## config.mk

```make
export PLATFORM = sky130hd
export DESIGN_NAME = tpram_burst_reader_flat
export DESIGN_NICKNAME = d
export VERILOG_FILES = /design/src/rtl/tpram_burst_reader_if.sv /design/src/rtl/tpram_burst_reader.sv /design/src/flat_wrapper.sv
export SDC_FILE = /design/constraint.sdc
export NUM_CORES = 1
export LEC_CHECK = 0
export CAP_MARGIN = 20
export CORE_MARGIN = 5
export CORE_UTILIZATION = 47
export CTS_BUF_LIST = sky130_fd_sc_hd__clkbuf_4 sky130_fd_sc_hd__clkbuf_8
export DETAILED_ROUTE_END_ITERATION = 16
export GPL_ROUTABILITY_DRIVEN = 0
export PLACE_DENSITY = 0.75
export SYNTH_ARGS = -nofsm -noshare
export SYNTH_HDL_FRONTEND = slang
export SYNTH_SLANG_ARGS = --single-unit
```

## constraint.sdc

```tcl
create_clock -name clk -period 4 [get_ports clk]
set_input_delay 0.8 -clock clk [delete_from_list [all_inputs] [get_ports clk]]
set_output_delay 0.8 -clock clk [all_outputs]
set_load 0.05 [all_outputs]
```

## src/rtl/tpram_burst_reader_if.sv

```systemverilog
// -----------------------------------------------------------------------------
// tpram_burst_reader_if
//
// Bundles everything the burst reader exchanges with the outside world:
//   command side : start, base_addr, len_m1, abort  (to reader)
//                  busy, done                       (from reader)
//   RAM read port: rd_en, rd_addr (from reader), rd_data (to reader, one
//                  cycle after rd_en)
//   output stream: m_valid, m_data, m_last (from reader), m_ready (to reader)
//
// Stream handshake: a word transfers on every rising edge where m_valid and
// m_ready are both high. Once m_valid is raised, m_valid, m_data and m_last
// hold steady until that transfer happens. m_ready may change freely and does
// not depend on m_valid.
//
// Modports:
//   master - the burst reader itself
//   slave  - the environment (command source, RAM, stream consumer)
// -----------------------------------------------------------------------------
interface tpram_burst_reader_if #(
  parameter int AW = 8,
  parameter int DW = 16
);
  logic          start;
  logic [AW-1:0] base_addr;
  logic [AW-1:0] len_m1;
  logic          abort;
  logic          busy;
  logic          done;

  logic          rd_en;
  logic [AW-1:0] rd_addr;
  logic [DW-1:0] rd_data;

  logic          m_valid;
  logic          m_ready;
  logic [DW-1:0] m_data;
  logic          m_last;

  modport master (
    input  start, base_addr, len_m1, abort, rd_data, m_ready,
    output busy, done, rd_en, rd_addr, m_valid, m_data, m_last
  );

  modport slave (
    output start, base_addr, len_m1, abort, rd_data, m_ready,
    input  busy, done, rd_en, rd_addr, m_valid, m_data, m_last
  );
endinterface

```

## src/rtl/tpram_burst_reader.sv

```systemverilog
// -----------------------------------------------------------------------------
// tpram_burst_reader
//
// Read-side burst engine for the 2^AW x DW two-port RAM. A start command
// launches a burst of len_m1+1 reads over a contiguous, wrapping address
// range. The RAM's one-cycle read latency is absorbed by a 2-entry buffer,
// and words leave as a valid/ready stream with a last marker.
//
// Ports:
//   clk       - clock, rising edge
//   rst_n     - asynchronous active-low reset
//   bus       - tpram_burst_reader_if.master (command, RAM read port, stream)
//   dbg_state - current FSM state (0 IDLE, 1 READ, 2 DRAIN)
// -----------------------------------------------------------------------------
module tpram_burst_reader #(
  parameter int AW = 8,
  parameter int DW = 16
) (
  input  logic                 clk,
  input  logic                 rst_n,
  tpram_burst_reader_if.master bus,
  output logic [1:0]           dbg_state
);

  typedef enum logic [1:0] {
    IDLE  = 2'd0,
    READ  = 2'd1,
    DRAIN = 2'd2
  } state_t;

  state_t        state_q, state_d;
  logic          done_q, done_d;

  logic [AW-1:0] addr_q;
  logic [AW-1:0] len_q;
  logic [AW:0]   issued_q;       // AW+1 bits: a full-depth burst counts to 2^AW
  logic          inflight_q;     // a read was issued last cycle
  logic          inflight_last_q;

  logic [DW-1:0] buf_data_q [2];
  logic [1:0]    buf_last_q;
  logic          head_q;
  logic [1:0]    count_q;

  logic          start_ok;
  logic          pop;
  logic          push;
  logic          issue;
  logic          last_issue;
  logic          tail;
  logic [2:0]    occ;

  // ---------------------------------------------------------------------------
  // Combinational datapath
  // ---------------------------------------------------------------------------
  // abort outranks start, so a simultaneous abort also suppresses a start.
  assign start_ok = (state_q == IDLE) && bus.start && !bus.abort;

  assign pop  = (count_q != 2'd0) && bus.m_ready;
  assign push = inflight_q;

  // Occupancy after this edge excluding a new read. Keeping it below 2
  // before issuing means buffered + in-flight never exceeds 2, so a captured
  // word always has a free slot, while one word per cycle is still sustained.
  assign occ   = {1'b0, count_q} + {2'b00, inflight_q} - {2'b00, pop};
  assign issue = (state_q == READ) && (occ < 3'd2);

  assign last_issue = issue && (issued_q == {1'b0, len_q});

  // Two entries: the free slot is the head when empty, the other one otherwise.
  assign tail = head_q ^ count_q[0];

  assign bus.rd_en   = issue;
  assign bus.rd_addr = addr_q;
  assign bus.m_valid = (count_q != 2'd0);
  assign bus.m_data  = buf_data_q[head_q];
  assign bus.m_last  = (count_q != 2'd0) && buf_last_q[head_q];
  assign bus.busy    = (state_q != IDLE);
  assign bus.done    = done_q;
  assign dbg_state   = state_q;

  // ---------------------------------------------------------------------------
  // FSM next state
  // ---------------------------------------------------------------------------
  always_comb begin
    state_d = state_q;
    done_d  = 1'b0;
    case (state_q)
      IDLE: begin
        if (start_ok) state_d = READ;
      end
      READ: begin
        if (bus.abort)       state_d = IDLE;
        else if (last_issue) state_d = DRAIN;
      end
      DRAIN: begin
        if (bus.abort) begin
          state_d = IDLE;
        end else if (pop && bus.m_last) begin
          state_d = IDLE;
          done_d  = 1'b1;
        end
      end
      default: state_d = IDLE;
    endcase
  end

  always_ff @(posedge clk or negedge rst_n) begin
    if (!rst_n) begin
      state_q <= IDLE;
      done_q  <= 1'b0;
    end else begin
      state_q <= state_d;
      done_q  <= done_d;
    end
  end

  // ---------------------------------------------------------------------------
  // Address / issue bookkeeping
  // ---------------------------------------------------------------------------
  always_ff @(posedge clk or negedge rst_n) begin
    if (!rst_n) begin
      addr_q          <= '0;
      len_q           <= '0;
      issued_q        <= '0;
      inflight_q      <= 1'b0;
      inflight_last_q <= 1'b0;
    end else begin
      if (start_ok) begin
        addr_q   <= bus.base_addr;
        len_q    <= bus.len_m1;
        issued_q <= '0;
      end else if (issue) begin
        addr_q   <= addr_q + 1'b1;    // natural wrap at 2^AW
        issued_q <= issued_q + 1'b1;
      end
      // A read in flight during abort is dropped; its data is never captured.
      inflight_q      <= issue && !bus.abort;
      inflight_last_q <= last_issue;
    end
  end

  // ---------------------------------------------------------------------------
  // 2-entry output buffer
  // ---------------------------------------------------------------------------
  always_ff @(posedge clk or negedge rst_n) begin
    if (!rst_n) begin
      buf_data_q[0] <= '0;
      buf_data_q[1] <= '0;
      buf_last_q    <= '0;
      head_q        <= 1'b0;
      count_q       <= '0;
    end else if (bus.abort) begin
      // In IDLE the buffer is already empty, so flushing is harmless there.
      head_q  <= 1'b0;
      count_q <= '0;
    end else begin
      if (push) begin
        buf_data_q[tail] <= bus.rd_data;
        buf_last_q[tail] <= inflight_last_q;
      end
      if (pop) head_q <= ~head_q;
      count_q <= count_q + {1'b0, push} - {1'b0, pop};
    end
  end

endmodule

```

## src/flat_wrapper.sv

```systemverilog
// flat-port wrapper written by rule: the top's interface ports become plain ports
module tpram_burst_reader_flat 
#(
  parameter int AW = 8,
  parameter int DW = 16
)
  (clk, rst_n, dbg_state, bus_start, bus_base_addr, bus_len_m1, bus_abort, bus_rd_data, bus_m_ready, bus_busy, bus_done, bus_rd_en, bus_rd_addr, bus_m_valid, bus_m_data, bus_m_last);
  tpram_burst_reader_if #(.AW(AW), .DW(DW)) bus_i ();
  input  logic clk;
  input  logic rst_n;
  output logic [1:0] dbg_state;
  input wire logic [$bits(bus_i.start)-1:0] bus_start;
  input wire logic [$bits(bus_i.base_addr)-1:0] bus_base_addr;
  input wire logic [$bits(bus_i.len_m1)-1:0] bus_len_m1;
  input wire logic [$bits(bus_i.abort)-1:0] bus_abort;
  input wire logic [$bits(bus_i.rd_data)-1:0] bus_rd_data;
  input wire logic [$bits(bus_i.m_ready)-1:0] bus_m_ready;
  output wire logic [$bits(bus_i.busy)-1:0] bus_busy;
  output wire logic [$bits(bus_i.done)-1:0] bus_done;
  output wire logic [$bits(bus_i.rd_en)-1:0] bus_rd_en;
  output wire logic [$bits(bus_i.rd_addr)-1:0] bus_rd_addr;
  output wire logic [$bits(bus_i.m_valid)-1:0] bus_m_valid;
  output wire logic [$bits(bus_i.m_data)-1:0] bus_m_data;
  output wire logic [$bits(bus_i.m_last)-1:0] bus_m_last;
  assign bus_i.start = bus_start;
  assign bus_i.base_addr = bus_base_addr;
  assign bus_i.len_m1 = bus_len_m1;
  assign bus_i.abort = bus_abort;
  assign bus_i.rd_data = bus_rd_data;
  assign bus_i.m_ready = bus_m_ready;
  assign bus_busy = bus_i.busy;
  assign bus_done = bus_i.done;
  assign bus_rd_en = bus_i.rd_en;
  assign bus_rd_addr = bus_i.rd_addr;
  assign bus_m_valid = bus_i.m_valid;
  assign bus_m_data = bus_i.m_data;
  assign bus_m_last = bus_i.m_last;
  tpram_burst_reader #(.AW(AW), .DW(DW)) u_core (.clk(clk), .rst_n(rst_n), .bus(bus_i), .dbg_state(dbg_state));
endmodule
```

==> qor.yml <==
synthesis:
  count_of_flip_flops_with_a_built_in_enable_after_synthesis: 0
  area_contributors_post_synth: "dfrtp_1 (53%), mux2_2 (18%), nand2_1 (4.4%)"
  synth-main-ff-cell: "dfrtp_1"
  unique_masters_post_synth: 43
  netlist.area_leader.share_pct: 52.8
  netlist.top_cell.by_area: "dfrtp_1"
  yosys_cells: 273
  yosys_warnings: 0
  synth.cell_area_sq_mm: 0.00317
  ys_chip_area_sq_mm: 0.00317
  synth.yosys.seq_area_share_pct: 52.8
  most_common_cell: "dfrtp_1"
  async_reset_ff_share_pct: 100
  floorplan.nets: 315
  postSynthAreaPerCell_sq_um: 11.6
  post_synth_inst_count: 273
die:
  overall_die_width_um: 92.2
  die_height_um: 92.2
  core-area_sq_mm: 0.00668
  boundaryPins: 68
  placementRows: 30
  fp.dieArea_sq_mm: 0.00850
status:
  status: "complete, no violations"
layout:
  drive_above_1_share_pct: 23.1
  layout-area-overhead-vs-synth_pct: 32.4
  number_of_nets_in_the_finished_design: 387
  stdcell_count: 430
  layout.core_utilization_pct: 62.9
routing:
  detail_route.wirelength_um: 6480
  routed_met1_length_um: 3110
  dr_wl_met3_um: 452
  drt_pre_antenna_iters: 4
  drc_errors: 0
  wl_met2_um: 2850
  post_drt_via_cell_ratio: 5.15
  via_count: 2215
  routed_wire_length_per_instance_um: 15.1
  highest_layer: "met4"
critical_path:
  critical_path_depth: 12
  cp_data_required_time_ns: 3.20
  crit_path_cell_trace: "clkdlybuf4s50_1, o21ai_0, inv_1, ha_1, inv_1, ha_1, inv_1, fa_1, and3b_1, nand2_1, inv_1, buf_12"
  timing.critical_path.arrival_ns: 2.97
  cpLargestDelayFamily: "buffers and inverters"
  worst_setup_path_end_kind: "primary output"
  timing.critical_path.from: "bus_m_ready"
  regToRegStartpoint: "u_core.count_q[1]$_DFF_PN0_"
  worst-path-max-fanout: 3
  reg2reg_slack_ns: 1.15
  critPathSlowestCell: "fa_1"
  worst_setup_sp_type: "primary input"
  ff2ff_path_depth: 12
  critical-path-top-cell-by-count: "inv_1"
  timing.critical_path.buf_inv: 6
pwr:
  p_leak_nw: 1.87
  design_power_total_w: 0.00348
  irDropWorstVdd_mv: 0.525
  p_per_area_mw_per_mm2: 828
hold_path:
  worst_hold_startpoint: "u_core.len_q[4]$_DFFE_PN0P_"
  whs_path_depth: 2
  type_of_the_worst_min_delay_path: "flip-flop to flip-flop"
clocking:
  insertion_delay_ns: 0.34
  cts_setup_buffers: 0
  cts_max_level: 3
  ctsResizeCount: 0
  tritoncts_clock_tree: "done"
  cts_hold_buf: 0
  clkTransAtPathRegs_ns: 0.08
grt:
  antenna_found_initial: 0
  grt_max_degree: 43
  globalRouteOverflowTotal: 0
  grtUsageTotal_pct: 16.4
  grt_pass1_wl_um: 11000
  grt_pass1_vias: 2282
timing:
  max-slew-margin-rel_pct: 37.5
  finalClockSkew_ns: 0.00969
  fmax_ghz: 0.265
  setup_ws_ns: 0.231
  finalHoldViolations: 0
  grt_setup_unrepaired: "no"
  tightestPinTransition_ns: 0.937
  setup-tns-final_ns: 0
  period_minus_slack_ns: 3.77
job:
  cap_violations: 0
  stage_log_warnings: 26
placed_design:
  port-buffer-count: 67
  hpwl_um: 4540
  place_worst_setup_slack_ns: 0.234
  place_inst: 414
[registers in the layout (all words and copies together) (netlist names)]
name,flops
u_core.buf_data_q,32
u_core.buf_last_q,2
u_core.bus.done,1
u_core.bus.rd_addr,8
u_core.count_q,2
u_core.dbg_state,2
u_core.head_q,1
u_core.inflight_last_q,1
u_core.inflight_q,1
u_core.issued_q,9
u_core.len_q,8
[where the power goes]
part	leakage [nW]	switching [W]	internal, W
Sequential	0.855	0.000186	0.000904
Clock	0.134	0.000277	0.000483
Combinational	0.885	0.000946	0.000684
Total	1.87	0.00141	0.00207
[logic make-up (layout without fill, tap and decap cells)]
group,after synthesis,count (layout),synth area share (%)
AND-OR/OR-AND,15,15,3.19
flip-flops,67,67,52.8
multiplexers,51,51,18.1
AND/OR/NAND/NOR,95,95,14.9
adder cells (fa/ha/maj),5,5,2.21
XOR/XNOR,21,21,5.79
buffers and inverters,19,96,3.07
[worst reg2reg max path, cell delays in order, from the launching register on]
cell and delay [ns]:
dfrtp_1 0.46, o21ai_0 0.23, inv_1 0.07, ha_1 0.26
inv_1 0.05, ha_1 0.13, inv_1 0.05, fa_1 0.52
and3b_1 0.21, nand2_1 0.08, buf_4 0.19, or3_1 0.35
a31oi_1 0.16
[through the flow]
step / instance area [sq um] / hold WS [ns]
after CTS: 4200 / 0.507
final: 4200 / 0.502
after floorplan: 3170 / 0.465
after global routing: 4200 / 0.525
after global placement: 3930 / 0.483
after detailed placement: 3930 / 0.488
[path summary, 6_finish.rpt]
check                                               endpoint
max                                                bus_rd_en
min reg2reg                      u_core.len_q[4]$_DFFE_PN0P_
min                              u_core.len_q[4]$_DFFE_PN0P_
max in group asynchronous  u_core.buf_data_q[27]$_DFFE_PN0P_
max reg2reg                u_core.bus.rd_addr[6]$_DFFE_PN0P_
min in group asynchronous  u_core.buf_data_q[29]$_DFFE_PN0P_
[cell usage in the layout (no fill, tap or decap), types with 2 or more instances in the layout]
master / n
nand4_1: 3
clkbuf_8: 9
inv_1: 6
clkdlybuf4s50_1: 65
dfrtp_1: 67
buf_4: 7
nor2b_1: 2
a21oi_1: 2
nor3_1: 2
inv_6: 2
nand3_1: 10
o21ai_0: 5
xnor2_1: 14
ha_1: 4
nand2_1: 37
a211oi_1: 2
mux2_2: 50
nor2_1: 20
xor2_1: 7
bufinv_16: 4
nand3b_1: 2
nor4_1: 6
[area by class of cell]
type,instances,area (sq um)
Fill cell,544,2480
Multi-Input combinational cell,187,1410
Clock buffer,9,124
Clock inverter,7,146
Sequential cell,67,1680
Inverter,6,22.5
Tap cell,80,100
Timing Repair Buffer,74,728
[metal layers]
metal  global-route usage [%]  up-vias
li1                         -     1087
met1                     22.0     1052
met2                     24.4       68
met3                     5.82        8
met4                     5.94        0
met5                        0        -
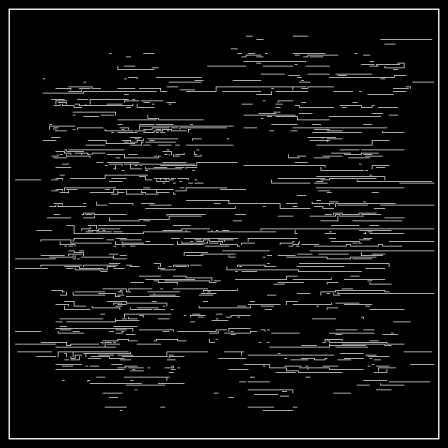
(images/met1.png)
wire length on this layer: 3,110 um
share of all routed wire: 48%
nets with wire on the layer: 334

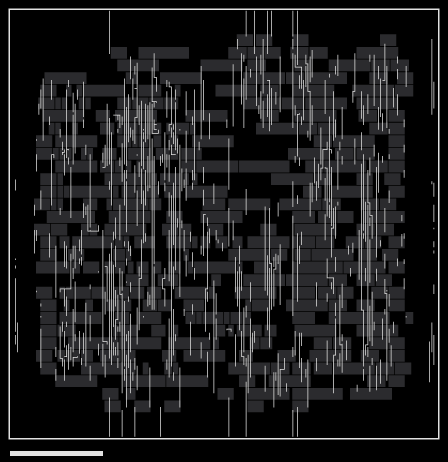
(images/met2.png)
Scale bar: 20 um.
nets with wire on the layer: 315
wire length on this layer: 2,850 um
longest straight run: 36.7 um
share of all routed wire: 44%
main direction: vertical

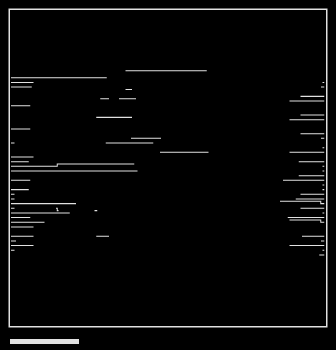
(images/met3.png)
Scale bar: 20 um.
nets with wire on the layer: 57
wire length on this layer: 453 um
share of all routed wire: 7.0%
main direction: horizontal
longest straight run: 36.6 um

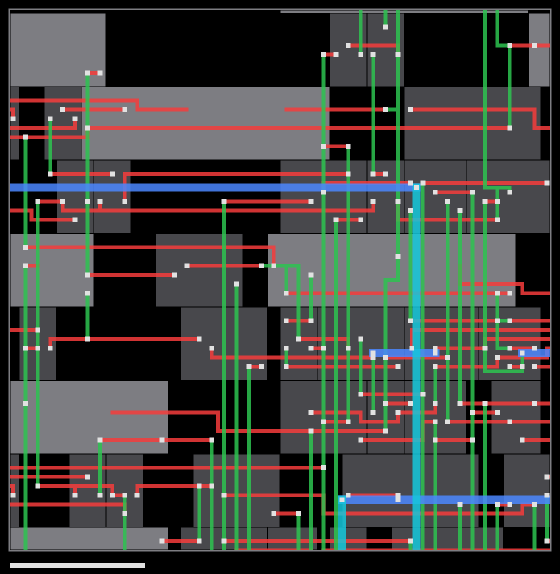
(images/zoom.png)
Scale bar: 5 um. Window x 13 to 33, y 59 to 79 um. Cells in gray, sequential cells in the stronger gray; small squares are vias.
| layer | color |
|---|---|
| met3 | blue |
| met1 | red |
| met2 | green |
| met4 | cyan |
sequential cells in the window: 3
most frequent: nand2_1 (10), xnor2_1 (5), dfrtp_1 (3)
netlist names of flops here include: u_core.len_q (2), u_core.issued_q (1)
cells with their middle in the window: 29

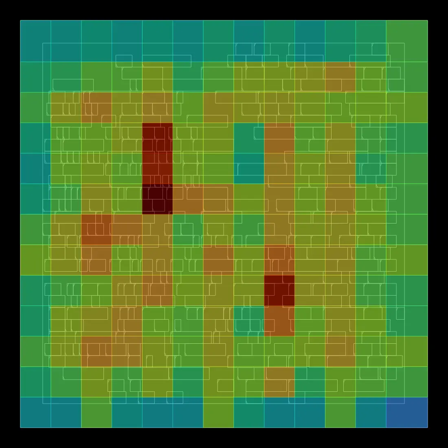
(images/final_congestion.png)
global-route met3 utilization: 5.82%
GRT Max-Usage Layer: met2

Power figures rest on the tool's default switching activity, not on a simulated workload.
